**config.mk**
```make
export PLATFORM = sky130hd
export DESIGN_NAME = dram_ctrl_flat
export DESIGN_NICKNAME = d
export VERILOG_FILES = /design/src/rtl/dram_ctrl_if.sv /design/src/rtl/dram_ctrl.sv /design/src/flat_wrapper.sv
export SDC_FILE = /design/constraint.sdc
export NUM_CORES = 1
export LEC_CHECK = 0
export CAP_MARGIN = 20
export CORE_AREA = 2 2 158 145
export CTS_CLUSTER_DIAMETER = 80
export CTS_CLUSTER_SIZE = 10
export DETAILED_ROUTE_END_ITERATION = 10
export DIE_AREA = 0 0 160 147
export PLACE_DENSITY = 0.52
export SLEW_MARGIN = 20
export SYNTH_ARGS = -nofsm -noshare
export SYNTH_HDL_FRONTEND = slang
export SYNTH_SLANG_ARGS = --single-unit
```
**constraint.sdc**
```tcl
create_clock -name clk -period 3.3 [get_ports clk]
set_clock_uncertainty 0.2 [all_clocks]
set_input_delay 0.495 -clock clk [delete_from_list [all_inputs] [get_ports clk]]
set_output_delay 0.495 -clock clk [all_outputs]
set_load 0.02 [all_outputs]
```
**src/rtl/dram_ctrl_if.sv**
```systemverilog
// dram_ctrl_if -- requester-side bus of the DRAM controller.
//   req    : access request, held high by the requester until ack
//   write  : 1 = write, 0 = read (valid with req)
//   addr   : 21-bit word address, row = addr[20:10], col = addr[9:0]
//   wdata  : write data (valid with req)
//   ack    : one-cycle completion pulse
//   rdata  : read data, valid with ack on reads, held until the next read
//   busy   : controller is not idle
// master = requester side, slave = controller side.
interface dram_ctrl_if;
  logic        req;
  logic        write;
  logic [20:0] addr;
  logic [31:0] wdata;
  logic        ack;
  logic [31:0] rdata;
  logic        busy;

  modport master (
    output req, write, addr, wdata,
    input  ack, rdata, busy
  );

  modport slave (
    input  req, write, addr, wdata,
    output ack, rdata, busy
  );
endinterface

```
**src/rtl/dram_ctrl.sv**
```systemverilog
// dram_ctrl -- single-bank DRAM controller with open-row policy.
// Keeps the last activated row open so that accesses to the same row skip
// precharge/activate. An open row that sees no request for IDLE_CLOSE
// cycles is closed automatically with a precharge.
// Ports:
//   clk, rst          : clock, synchronous active-high reset
//   bus (slave)       : requester handshake (req/write/addr/wdata/ack/rdata/busy)
//   DRAM_Q            : read data from the DRAM
//   DRAM_CSn/RASn/CASn/WEn : active-low DRAM strobes (registered)
//   DRAM_A            : multiplexed row/column address (registered)
//   DRAM_D            : write data to the DRAM (registered)
module dram_ctrl #(
  parameter int T_RP       = 2,
  parameter int T_RCD      = 2,
  parameter int T_CL       = 3,
  parameter int T_WR       = 2,
  parameter int IDLE_CLOSE = 16
) (
  input  logic        clk,
  input  logic        rst,
  dram_ctrl_if.slave  bus,
  input  logic [31:0] DRAM_Q,
  output logic        DRAM_CSn,
  output logic        DRAM_RASn,
  output logic        DRAM_CASn,
  output logic        DRAM_WEn,
  output logic [10:0] DRAM_A,
  output logic [31:0] DRAM_D
);

  localparam int MAX_AB = (T_RP > T_RCD) ? T_RP : T_RCD;
  localparam int MAX_CD = (T_CL > T_WR) ? T_CL : T_WR;
  localparam int MAX_T  = (MAX_AB > MAX_CD) ? MAX_AB : MAX_CD;
  localparam int CW     = $clog2(MAX_T + 1);
  localparam int IW     = $clog2(IDLE_CLOSE + 1);

  // The state counter is loaded with (duration - 1) on entry and the state
  // ends on the cycle it reads zero.
  localparam logic [CW-1:0] CNT_RP  = CW'(T_RP - 1);
  localparam logic [CW-1:0] CNT_RCD = CW'(T_RCD - 1);
  localparam logic [CW-1:0] CNT_CL  = CW'(T_CL - 1);
  localparam logic [CW-1:0] CNT_WR  = CW'(T_WR - 1);
  localparam logic [CW-1:0] CNT_ONE = CW'(1);
  localparam logic [CW-1:0] CNT_ZERO = {CW{1'b0}};
  localparam logic [IW-1:0] IDLE_LAST = IW'(IDLE_CLOSE - 1);
  localparam logic [IW-1:0] IDLE_ONE  = IW'(1);
  localparam logic [IW-1:0] IDLE_ZERO = {IW{1'b0}};

  typedef enum logic [2:0] {
    S_IDLE = 3'd0,
    S_PRE  = 3'd1,
    S_ACT  = 3'd2,
    S_CAS  = 3'd3,
    S_DONE = 3'd4
  } state_e;

  state_e        state_q, state_d;
  logic [CW-1:0] cnt_q, cnt_d;
  logic [IW-1:0] idle_cnt_q, idle_cnt_d;
  logic          row_open_q, row_open_d;
  logic [10:0]   open_row_q, open_row_d;
  logic          pend_q, pend_d;
  logic          wr_q, wr_d;
  logic [20:0]   addr_q, addr_d;
  logic [31:0]   wdata_q, wdata_d;
  logic [31:0]   rdata_q, rdata_d;
  logic          ack_q, ack_d;
  logic          busy_q, busy_d;
  logic          csn_q, csn_d;
  logic          rasn_q, rasn_d;
  logic          casn_q, casn_d;
  logic          wen_q, wen_d;
  logic [10:0]   a_q, a_d;
  logic [31:0]   d_q, d_d;

  // Next-state and next-output computation.
  always_comb begin
    state_d    = state_q;
    cnt_d      = cnt_q;
    idle_cnt_d = idle_cnt_q;
    row_open_d = row_open_q;
    open_row_d = open_row_q;
    pend_d     = pend_q;
    wr_d       = wr_q;
    addr_d     = addr_q;
    wdata_d    = wdata_q;
    rdata_d    = rdata_q;

    case (state_q)
      S_IDLE: begin
        // A request wins over the auto-close decision on the same edge.
        if (bus.req) begin
          wr_d       = bus.write;
          addr_d     = bus.addr;
          wdata_d    = bus.wdata;
          pend_d     = 1'b1;
          idle_cnt_d = IDLE_ZERO;
          if (row_open_q && (open_row_q == bus.addr[20:10])) begin
            state_d = S_CAS;
            cnt_d   = bus.write ? CNT_WR : CNT_CL;
          end else if (row_open_q) begin
            state_d = S_PRE;
            cnt_d   = CNT_RP;
          end else begin
            state_d = S_ACT;
            cnt_d   = CNT_RCD;
          end
        end else if (row_open_q) begin
          if (idle_cnt_q == IDLE_LAST) begin
            idle_cnt_d = IDLE_ZERO;
            state_d    = S_PRE;
            cnt_d      = CNT_RP;
          end else begin
            idle_cnt_d = idle_cnt_q + IDLE_ONE;
          end
        end else begin
          idle_cnt_d = IDLE_ZERO;
        end
      end
      S_PRE: begin
        // pend_q distinguishes a row miss from an auto-close precharge.
        if (cnt_q == CNT_ZERO) begin
          row_open_d = 1'b0;
          if (pend_q) begin
            state_d = S_ACT;
            cnt_d   = CNT_RCD;
          end else begin
            state_d = S_IDLE;
          end
        end else begin
          cnt_d = cnt_q - CNT_ONE;
        end
      end
      S_ACT: begin
        if (cnt_q == CNT_ZERO) begin
          row_open_d = 1'b1;
          open_row_d = addr_q[20:10];
          state_d    = S_CAS;
          cnt_d      = wr_q ? CNT_WR : CNT_CL;
        end else begin
          cnt_d = cnt_q - CNT_ONE;
        end
      end
      S_CAS: begin
        if (cnt_q == CNT_ZERO) begin
          // Read data is taken on the edge closing the last CAS cycle.
          if (!wr_q) begin
            rdata_d = DRAM_Q;
          end else begin
            rdata_d = rdata_q;
          end
          state_d = S_DONE;
        end else begin
          cnt_d = cnt_q - CNT_ONE;
        end
      end
      S_DONE: begin
        pend_d  = 1'b0;
        state_d = S_IDLE;
      end
      default: begin
        pend_d  = 1'b0;
        state_d = S_IDLE;
      end
    endcase

    // Outputs are registered from the next state so they line up with it.
    csn_d  = 1'b1;
    rasn_d = 1'b1;
    casn_d = 1'b1;
    wen_d  = 1'b1;
    a_d    = a_q;
    d_d    = d_q;
    case (state_d)
      S_IDLE: begin
        a_d = 11'd0;
        if (row_open_d) begin
          csn_d  = 1'b0;
          rasn_d = 1'b0;
        end else begin
          csn_d  = 1'b1;
          rasn_d = 1'b1;
        end
      end
      S_PRE: begin
        csn_d = 1'b0;
        a_d   = 11'd0;
      end
      S_ACT: begin
        csn_d  = 1'b0;
        rasn_d = 1'b0;
        a_d    = addr_d[20:10];
      end
      S_CAS: begin
        csn_d  = 1'b0;
        rasn_d = 1'b0;
        casn_d = 1'b0;
        wen_d  = ~wr_d;
        a_d    = {1'b0, addr_d[9:0]};
        d_d    = wdata_d;
      end
      S_DONE: begin
        csn_d  = 1'b0;
        rasn_d = 1'b0;
      end
      default: begin
        csn_d = 1'b1;
      end
    endcase
    ack_d  = (state_d == S_DONE);
    busy_d = (state_d != S_IDLE);
  end

  // State, datapath and output registers with synchronous reset.
  always_ff @(posedge clk) begin
    if (rst) begin
      state_q    <= S_IDLE;
      cnt_q      <= CNT_ZERO;
      idle_cnt_q <= IDLE_ZERO;
      row_open_q <= 1'b0;
      open_row_q <= 11'd0;
      pend_q     <= 1'b0;
      wr_q       <= 1'b0;
      addr_q     <= 21'd0;
      wdata_q    <= 32'd0;
      rdata_q    <= 32'd0;
      ack_q      <= 1'b0;
      busy_q     <= 1'b0;
      csn_q      <= 1'b1;
      rasn_q     <= 1'b1;
      casn_q     <= 1'b1;
      wen_q      <= 1'b1;
      a_q        <= 11'd0;
      d_q        <= 32'd0;
    end else begin
      state_q    <= state_d;
      cnt_q      <= cnt_d;
      idle_cnt_q <= idle_cnt_d;
      row_open_q <= row_open_d;
      open_row_q <= open_row_d;
      pend_q     <= pend_d;
      wr_q       <= wr_d;
      addr_q     <= addr_d;
      wdata_q    <= wdata_d;
      rdata_q    <= rdata_d;
      ack_q      <= ack_d;
      busy_q     <= busy_d;
      csn_q      <= csn_d;
      rasn_q     <= rasn_d;
      casn_q     <= casn_d;
      wen_q      <= wen_d;
      a_q        <= a_d;
      d_q        <= d_d;
    end
  end

  assign bus.ack   = ack_q;
  assign bus.rdata = rdata_q;
  assign bus.busy  = busy_q;
  assign DRAM_CSn  = csn_q;
  assign DRAM_RASn = rasn_q;
  assign DRAM_CASn = casn_q;
  assign DRAM_WEn  = wen_q;
  assign DRAM_A    = a_q;
  assign DRAM_D    = d_q;

endmodule

```
**src/flat_wrapper.sv**
```systemverilog
// flat-port wrapper written by rule: the top's interface ports become plain ports
module dram_ctrl_flat 
#(
  parameter int T_RP       = 2,
  parameter int T_RCD      = 2,
  parameter int T_CL       = 3,
  parameter int T_WR       = 2,
  parameter int IDLE_CLOSE = 16
)
  (clk, rst, DRAM_Q, DRAM_CSn, DRAM_RASn, DRAM_CASn, DRAM_WEn, DRAM_A, DRAM_D, bus_req, bus_write, bus_addr, bus_wdata, bus_ack, bus_rdata, bus_busy);
  dram_ctrl_if bus_i ();
  input  logic clk;
  input  logic rst;
  input  logic [31:0] DRAM_Q;
  output logic DRAM_CSn;
  output logic DRAM_RASn;
  output logic DRAM_CASn;
  output logic DRAM_WEn;
  output logic [10:0] DRAM_A;
  output logic [31:0] DRAM_D;
  input wire logic [$bits(bus_i.req)-1:0] bus_req;
  input wire logic [$bits(bus_i.write)-1:0] bus_write;
  input wire logic [$bits(bus_i.addr)-1:0] bus_addr;
  input wire logic [$bits(bus_i.wdata)-1:0] bus_wdata;
  output wire logic [$bits(bus_i.ack)-1:0] bus_ack;
  output wire logic [$bits(bus_i.rdata)-1:0] bus_rdata;
  output wire logic [$bits(bus_i.busy)-1:0] bus_busy;
  assign bus_i.req = bus_req;
  assign bus_i.write = bus_write;
  assign bus_i.addr = bus_addr;
  assign bus_i.wdata = bus_wdata;
  assign bus_ack = bus_i.ack;
  assign bus_rdata = bus_i.rdata;
  assign bus_busy = bus_i.busy;
  dram_ctrl #(.T_RP(T_RP), .T_RCD(T_RCD), .T_CL(T_CL), .T_WR(T_WR), .IDLE_CLOSE(IDLE_CLOSE)) u_core (.clk(clk), .rst(rst), .bus(bus_i), .DRAM_Q(DRAM_Q), .DRAM_CSn(DRAM_CSn), .DRAM_RASn(DRAM_RASn), .DRAM_CASn(DRAM_CASn), .DRAM_WEn(DRAM_WEn), .DRAM_A(DRAM_A), .DRAM_D(DRAM_D));
endmodule
```
==> notes.md, run 1 <==
Implementation results

The run finished with clean final reports. The hold-fix buffer count after cts is 0. The final design utilization is 40.8%. The main area contributors are sky130_fd_sc_hd__dfxtp_1 (49%), sky130_fd_sc_hd__nand2_1 (13%), sky130_fd_sc_hd__a21oi_1 (8.3%).

The number of antenna violations at the first check in global routing is 0. In this run the cell area of the synthesized design comes to 0.00645 mm². The logic area is 0.00300 mm². The slack of the worst reg-to-reg path is 0.80 ns. The first detailed-routing pass took 4 iterations. There are 158 flip-flops and latches. The final layout report lists a non-clock buffer count of 183. The amount of wire on met3 after detailed routing is 1050 µm. Looking at the VDD voltage map, the peak drop is 0.357 mV. Post-CTS repair ended up resizing 0 cells. The clock net in this run drives a total of 158 sinks. The number of nets with antenna violations after routing is 0. In this run the critical register-to-register path is captured at u_core.DRAM_D[3]. The library cell occupying the most area in the post-synthesis netlist is sky130_fd_sc_hd__dfxtp_1. The synthesized netlist devotes 18.3% of its cell area to simple gates.

The startpoint of the most critical setup path is u_core.cnt_q[0]. The final routed DRC violation total is 0. The post-synthesis area per instance is 8.96 µm².

met2 track demand over resource after global routing is 24.1%. The synthesized netlist contains 54 unique library cells. In this run the power spent charging and discharging nets is 2210 µW. The number of enable flip-flop cells is 0. The maximum net fanout on the critical path is 15. The total die size is 0.0235 mm². The height of the die is 147 µm. The global routing stage identified its most utilized layer as met2. Per the TritonCTS log, the buffer count is 17.

The tightest slew margin relative to the limit is 39.1%. The report lists the power per cell area as 725 mW/mm². The maximum count of clock buffers along a single path is 2. In the layout the commonest cells are sky130_fd_sc_hd__nand2_1 (231), sky130_fd_sc_hd__clkdlybuf4s50_1 (168), sky130_fd_sc_hd__dfxtp_1 (158). On met3, the global router reports a usage of 4.49%.

The via count of the first global-routing pass is 5300. The cell count in the Yosys report is 720. The highest metal layer carrying signal wires in the routed design is met4.

Routability-driven placement finished with a final weighted congestion of 0.751. The number of pins with negative max-slew slack in the final report is 0. In the CTS report, the clock slew at the register clock pins of the worst setup and hold paths is listed as 0.07 ns. The sequential power is 2380 µW.

The x dimension of the die is 160 µm. The sequential cell area fraction in the yosys report is 49.0%. The layout has 6 inverters outside the clock class.
## run 1: worst max-delay path, cell delays in order, from the launching register on
cell                      delay, ns
sky130_fd_sc_hd__dfxtp_1       0.36
sky130_fd_sc_hd__inv_1         0.07
sky130_fd_sc_hd__ha_1          0.35
sky130_fd_sc_hd__and3b_1       0.23
sky130_fd_sc_hd__o21ai_1       0.21
sky130_fd_sc_hd__nand2_1       0.08
sky130_fd_sc_hd__buf_4         0.22
sky130_fd_sc_hd__o21ai_1       0.29
sky130_fd_sc_hd__mux2_2        0.38
## run 1: registers in the layout, summed over array words and instances, names as in the netlist, 2 cells and up
signal             count
u_core.DRAM_D         32
u_core.bus.rdata      32
u_core.state_q         3
u_core.wdata_q        32
u_core.open_row_q     11
u_core.addr_q         21
u_core.DRAM_A         11
u_core.cnt_q           2
u_core.idle_cnt_q      5
==> run_1/m1.png <==
The bar under the picture is 50 µm long.
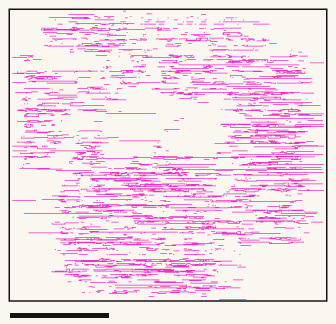
share of all routed wire: 48%
main direction: horizontal
longest straight run: 44.2 µm
nets with wire on the layer: 872

==> run_1/pinout.png <==
The bar under the picture is 50 µm long. Pins as bars across the die edge, other pins in gray.
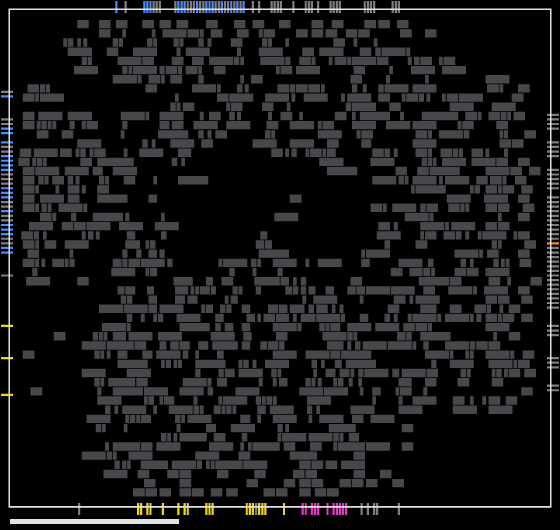
legend:
  magenta:
    port: DRAM_A
    pins: 11
    direction: output
    edge: bottom
  yellow:
    port: bus_addr
    pins: 21
    direction: input
    edge: 18 bottom, 3 left
  blue:
    port: DRAM_Q
    pins: 32
    direction: input
    edge: 17 left, 15 top
  orange:
    port: bus_ack
    pins: 1
    direction: output
    edge: right

==> run_1/closeup.png <==
The bar under the picture is 20 µm long. Region (55, 78) to (105, 128) µm. Cells in gray, sequential cells in the stronger gray; small squares are vias.
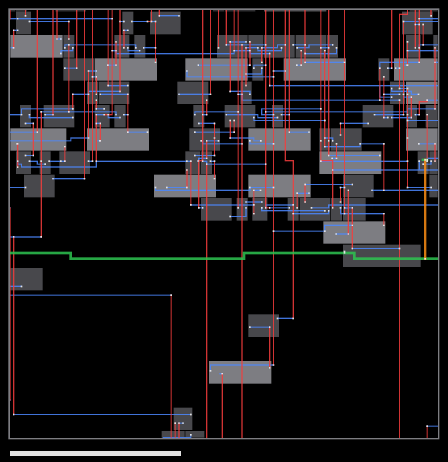
legend:
  green:
    layer: M3
  blue:
    layer: M1
  orange:
    layer: M4
  red:
    layer: M2
cells with their middle in the window: 66
most frequent: nand2_1 (20), dfxtp_1 (15), clkdlybuf4s50_1 (10)
sequential cells in the window: 15
netlist names of flops here include: u_core.DRAM_D (5), u_core.wdata_q (5), u_core.bus.rdata (4)

==> run 2: changes to the inputs <==
--- a/config.mk
+++ b/config.mk
@@ -11,7 +11,7 @@
 export CTS_CLUSTER_SIZE = 10
 export DETAILED_ROUTE_END_ITERATION = 10
 export DIE_AREA = 0 0 160 147
-export PLACE_DENSITY = 0.52
+export PLACE_DENSITY = 0.54
 export SLEW_MARGIN = 20
 export SYNTH_ARGS = -nofsm -noshare
 export SYNTH_HDL_FRONTEND = slang
==> constraint.sdc (replaced) <==
create_clock -name clk -period 2.28 [get_ports clk]
set_clock_uncertainty 0.2 [all_clocks]
set_input_delay 0.342 -clock clk [delete_from_list [all_inputs] [get_ports clk]]
set_output_delay 0.342 -clock clk [all_outputs]
set_load 0.02 [all_outputs]
==> run_2/ff_map.png <==
The bar under the picture is 50 µm long.
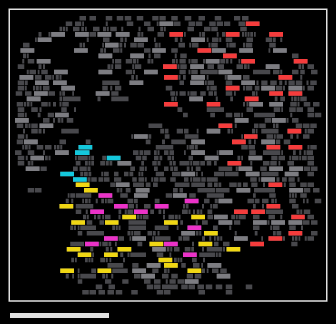
legend:
  yellow:
    netlist_name: u_core.addr_q
    flops: 21
  magenta:
    netlist_name: u_core.open_row_q
    flops: 11
  red:
    netlist_name: u_core.wdata_q
    flops: 32
  cyan:
    netlist_name: u_core.idle_cnt_q
    flops: 5
    where: left middle
not colored: 89

==> run_2/m1.png <==
The bar under the picture is 50 µm long.
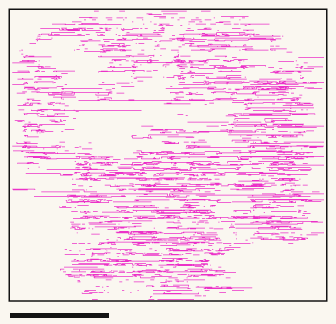
longest straight run: 52.4 µm
main direction: horizontal
share of all routed wire: 49%

==> notes.md, run 2 <==
Implementation results

The maximum count of clock buffers along a single path is 2 (unchanged). The net switching power of the design was 3300 µW (+49%). The final design utilization came to 43.0% (+2.1 points).

The tightest slew margin relative to the limit is 57.0% (+18 points). The amount of wire on met3 after detailed routing is 907 µm (-13%). The number of antenna violations at the first check in global routing was 0 (unchanged). The first-pass iteration count of the detailed router was 4 (unchanged). The number of sinks handled by clock tree synthesis is 158 (unchanged).

The inverter count of the layout excluding clock inverters is 6 (unchanged). The total die size was 0.0235 mm² (unchanged). The sequential cell area fraction in the yosys report is 49.0% (unchanged). Grouping stages by cell kind, the critical path spends the most delay in AND-OR/OR-AND gates.

The logic area came to 0.00303 mm² (+0.96%). By area the synthesized netlist is led by sky130_fd_sc_hd__dfxtp_1 (49%), sky130_fd_sc_hd__nand2_1 (13%), sky130_fd_sc_hd__a21oi_1 (8.3%). The number of enable flip-flop cells came to 0 (unchanged).

The report lists the cells along the critical path as ha_2 -> and4b_2 -> o211ai_1 -> nand2_1 -> buf_6 -> mux4_2 -> a32o_1. The height of the die is 147 µm (unchanged). The cell area power density came to 1050 mW/mm² (+45%).

The library cell occupying the most area in the post-synthesis netlist is sky130_fd_sc_hd__dfxtp_1. The highest cell delay on the worst timing path is 0.34 ns (-0.04 ns). The share of synthesized cell area in and, or, nand and nor gates is 18.3% (unchanged). The run finished with clean final reports. The met3 usage in global routing is 4.38% (-0.11 points). The x dimension of the die was 160 µm (unchanged). The met2 demand-to-capacity share in global routing is 23.5% (-0.58 points).

The sequential power is 3390 µW (+42%). The clock input transition at the sequential cells of the worst setup and hold paths is 0.07 ns (about the same). The largest voltage drop on the vdd net is 0.547 mV (+53%). The post-synthesis area per instance is 8.96 µm² (unchanged). The global placer's final weighted congestion is 0.758 (+0.81%). The number of buffers and inverters on the critical path came to 1 (-1).
[run 2: cell counts after synthesis]
Identical to the previous run, type by type.
[run 2: final timing paths]
| kind | cells after the start | to | slack, ns | start |
|---|---|---|---|---|
| max | 7 | u_core.DRAM_A[5] | 0.12 | u_core.idle_cnt_q[0] |
| max reg2reg | 7 | u_core.DRAM_A[5] | 0.12 | u_core.idle_cnt_q[0] |
| min reg2reg | 2 | u_core.addr_q[3] | 0.25 | u_core.addr_q[3] |
| min | 2 | u_core.wdata_q[16] | 0.11 | rst |
[run 2: repair_timing]
item                                    CTS  global route
buffers inserted                          0             1
endpoints found under the setup margin    0            29
hold endpoints to repair                  0             0
resized                                   0             9
==> run_2/pinout.png <==
The bar under the picture is 50 µm long. Pins as bars across the die edge, other pins in gray.
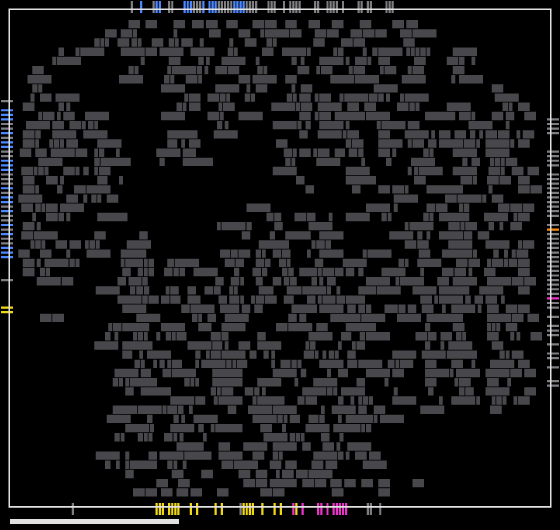

==> run 3: changes to the inputs <==
--- a/config.mk
+++ b/config.mk
@@ -6,12 +6,12 @@
 export NUM_CORES = 1
 export LEC_CHECK = 0
 export CAP_MARGIN = 20
-export CORE_AREA = 2 2 158 145
+export CORE_AREA = 2 2 131 120
 export CTS_CLUSTER_DIAMETER = 80
 export CTS_CLUSTER_SIZE = 10
 export DETAILED_ROUTE_END_ITERATION = 10
-export DIE_AREA = 0 0 160 147
-export PLACE_DENSITY = 0.54
+export DIE_AREA = 0 0 133 122
+export PLACE_DENSITY = 0.75
 export SLEW_MARGIN = 20
 export SYNTH_ARGS = -nofsm -noshare
 export SYNTH_HDL_FRONTEND = slang
==> run_3/pinout.png <==
The bar under the picture is 50 µm long. Pins as bars across the die edge, other pins in gray.
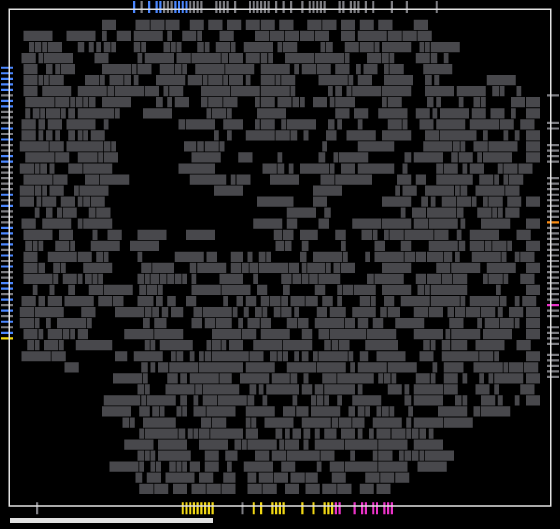
legend:
  magenta:
    port: DRAM_A
    pins: 11
    direction: output
    edge: 10 bottom, 1 right
  yellow:
    port: bus_addr
    pins: 21
    direction: input
    edge: 20 bottom, 1 left
  orange:
    port: bus_ack
    pins: 1
    direction: output
    edge: right
  blue:
    port: DRAM_Q
    pins: 32
    direction: input
    edge: 24 left, 8 top
all pins by edge: 50 left, 46 top, 42 right, 32 bottom

==> run_3/m1.png <==
The bar under the picture is 50 µm long.
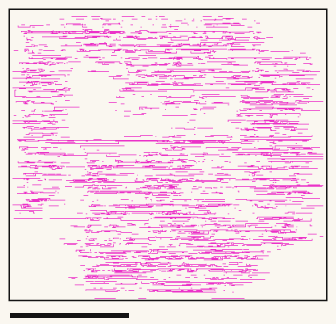
nets with wire on the layer: 902
longest straight run: 55.2 µm
wire length on this layer: 7460 µm
share of all routed wire: 45%

==> notes.md, run 3 <==
Implementation results

The height of the die is 122 µm (-17%). The global placer's final weighted congestion came to 0.798 (+5.3%). Listed in order, past its start point the critical path passes inv_1 -> ha_2 -> and4b_1 -> a21oi_1 -> o22ai_2 -> or2_2 -> buf_12 -> a32o_1. The main area contributors are sky130_fd_sc_hd__dfxtp_1 (49%), sky130_fd_sc_hd__nand2_1 (13%), sky130_fd_sc_hd__a21oi_1 (8.3%). The first-pass iteration count of the detailed router is 4 (unchanged). The largest voltage drop on the vdd net was 0.589 mV (+7.7%). The number of enable flip-flop cells came to 0 (unchanged).

In this design, the largest share of critical-path delay is due to AND-OR/OR-AND gates. The worst reg-to-reg path cell count was 8 (+1). The post-synthesis area per instance is 8.96 µm² (unchanged).

The clock input transition at the sequential cells of the worst setup and hold paths was 0.06 ns (about the same). The run finished with clean final reports. The number of sinks handled by clock tree synthesis is 158 (unchanged). The library cell occupying the most area in the post-synthesis netlist is sky130_fd_sc_hd__dfxtp_1.

The met3 usage in global routing was 6.41% (+2.0 points). The number of buffers and inverters on the critical path came to 2 (+1). The net switching power of the design came to 3090 µW (-6.4%).

The x dimension of the die is 133 µm (-17%). The tightest slew margin relative to the limit was 57.9% (+0.90 points). The maximum count of clock buffers along a single path is 2 (unchanged). The number of post-CTS setup repair buffers was 0 (unchanged). The share of synthesized cell area in and, or, nand and nor gates is 18.3% (unchanged). The met2 demand-to-capacity share in global routing was 33.8% (+10 points). The cell resize tally after clock tree synthesis was 0 (unchanged). The sequential cell area fraction in the yosys report came to 49.0% (unchanged).

The worst hold path depth is 3 (+1).
run 3: final timing paths:
kind	startpoint	to	slack, ns
setup / recovery	u_core.cnt_q[0]	u_core.DRAM_A[7]	0.05
hold / removal	rst	u_core.DRAM_RASn	0.09
setup reg to reg	u_core.cnt_q[0]	u_core.DRAM_A[7]	0.05
hold reg to reg	u_core.addr_q[9]	u_core.addr_q[9]	0.25
run 3: final cells by class:
| type | instances | area [µm²] | area share, % |
|---|---|---|---|
| timing repair buffer | 211 | 2100 | 23.0 |
| sequential | 158 | 3160 | 34.7 |
| inverter | 6 | 22.5 | 0.247 |
| clock inverter | 10 | 87.6 | 0.961 |
| clock buffer | 22 | 474 | 5.20 |
| tap | 202 | 253 | 2.77 |
| multi-input combinational | 506 | 3020 | 33.1 |
Power and IR drop assume default switching activity.
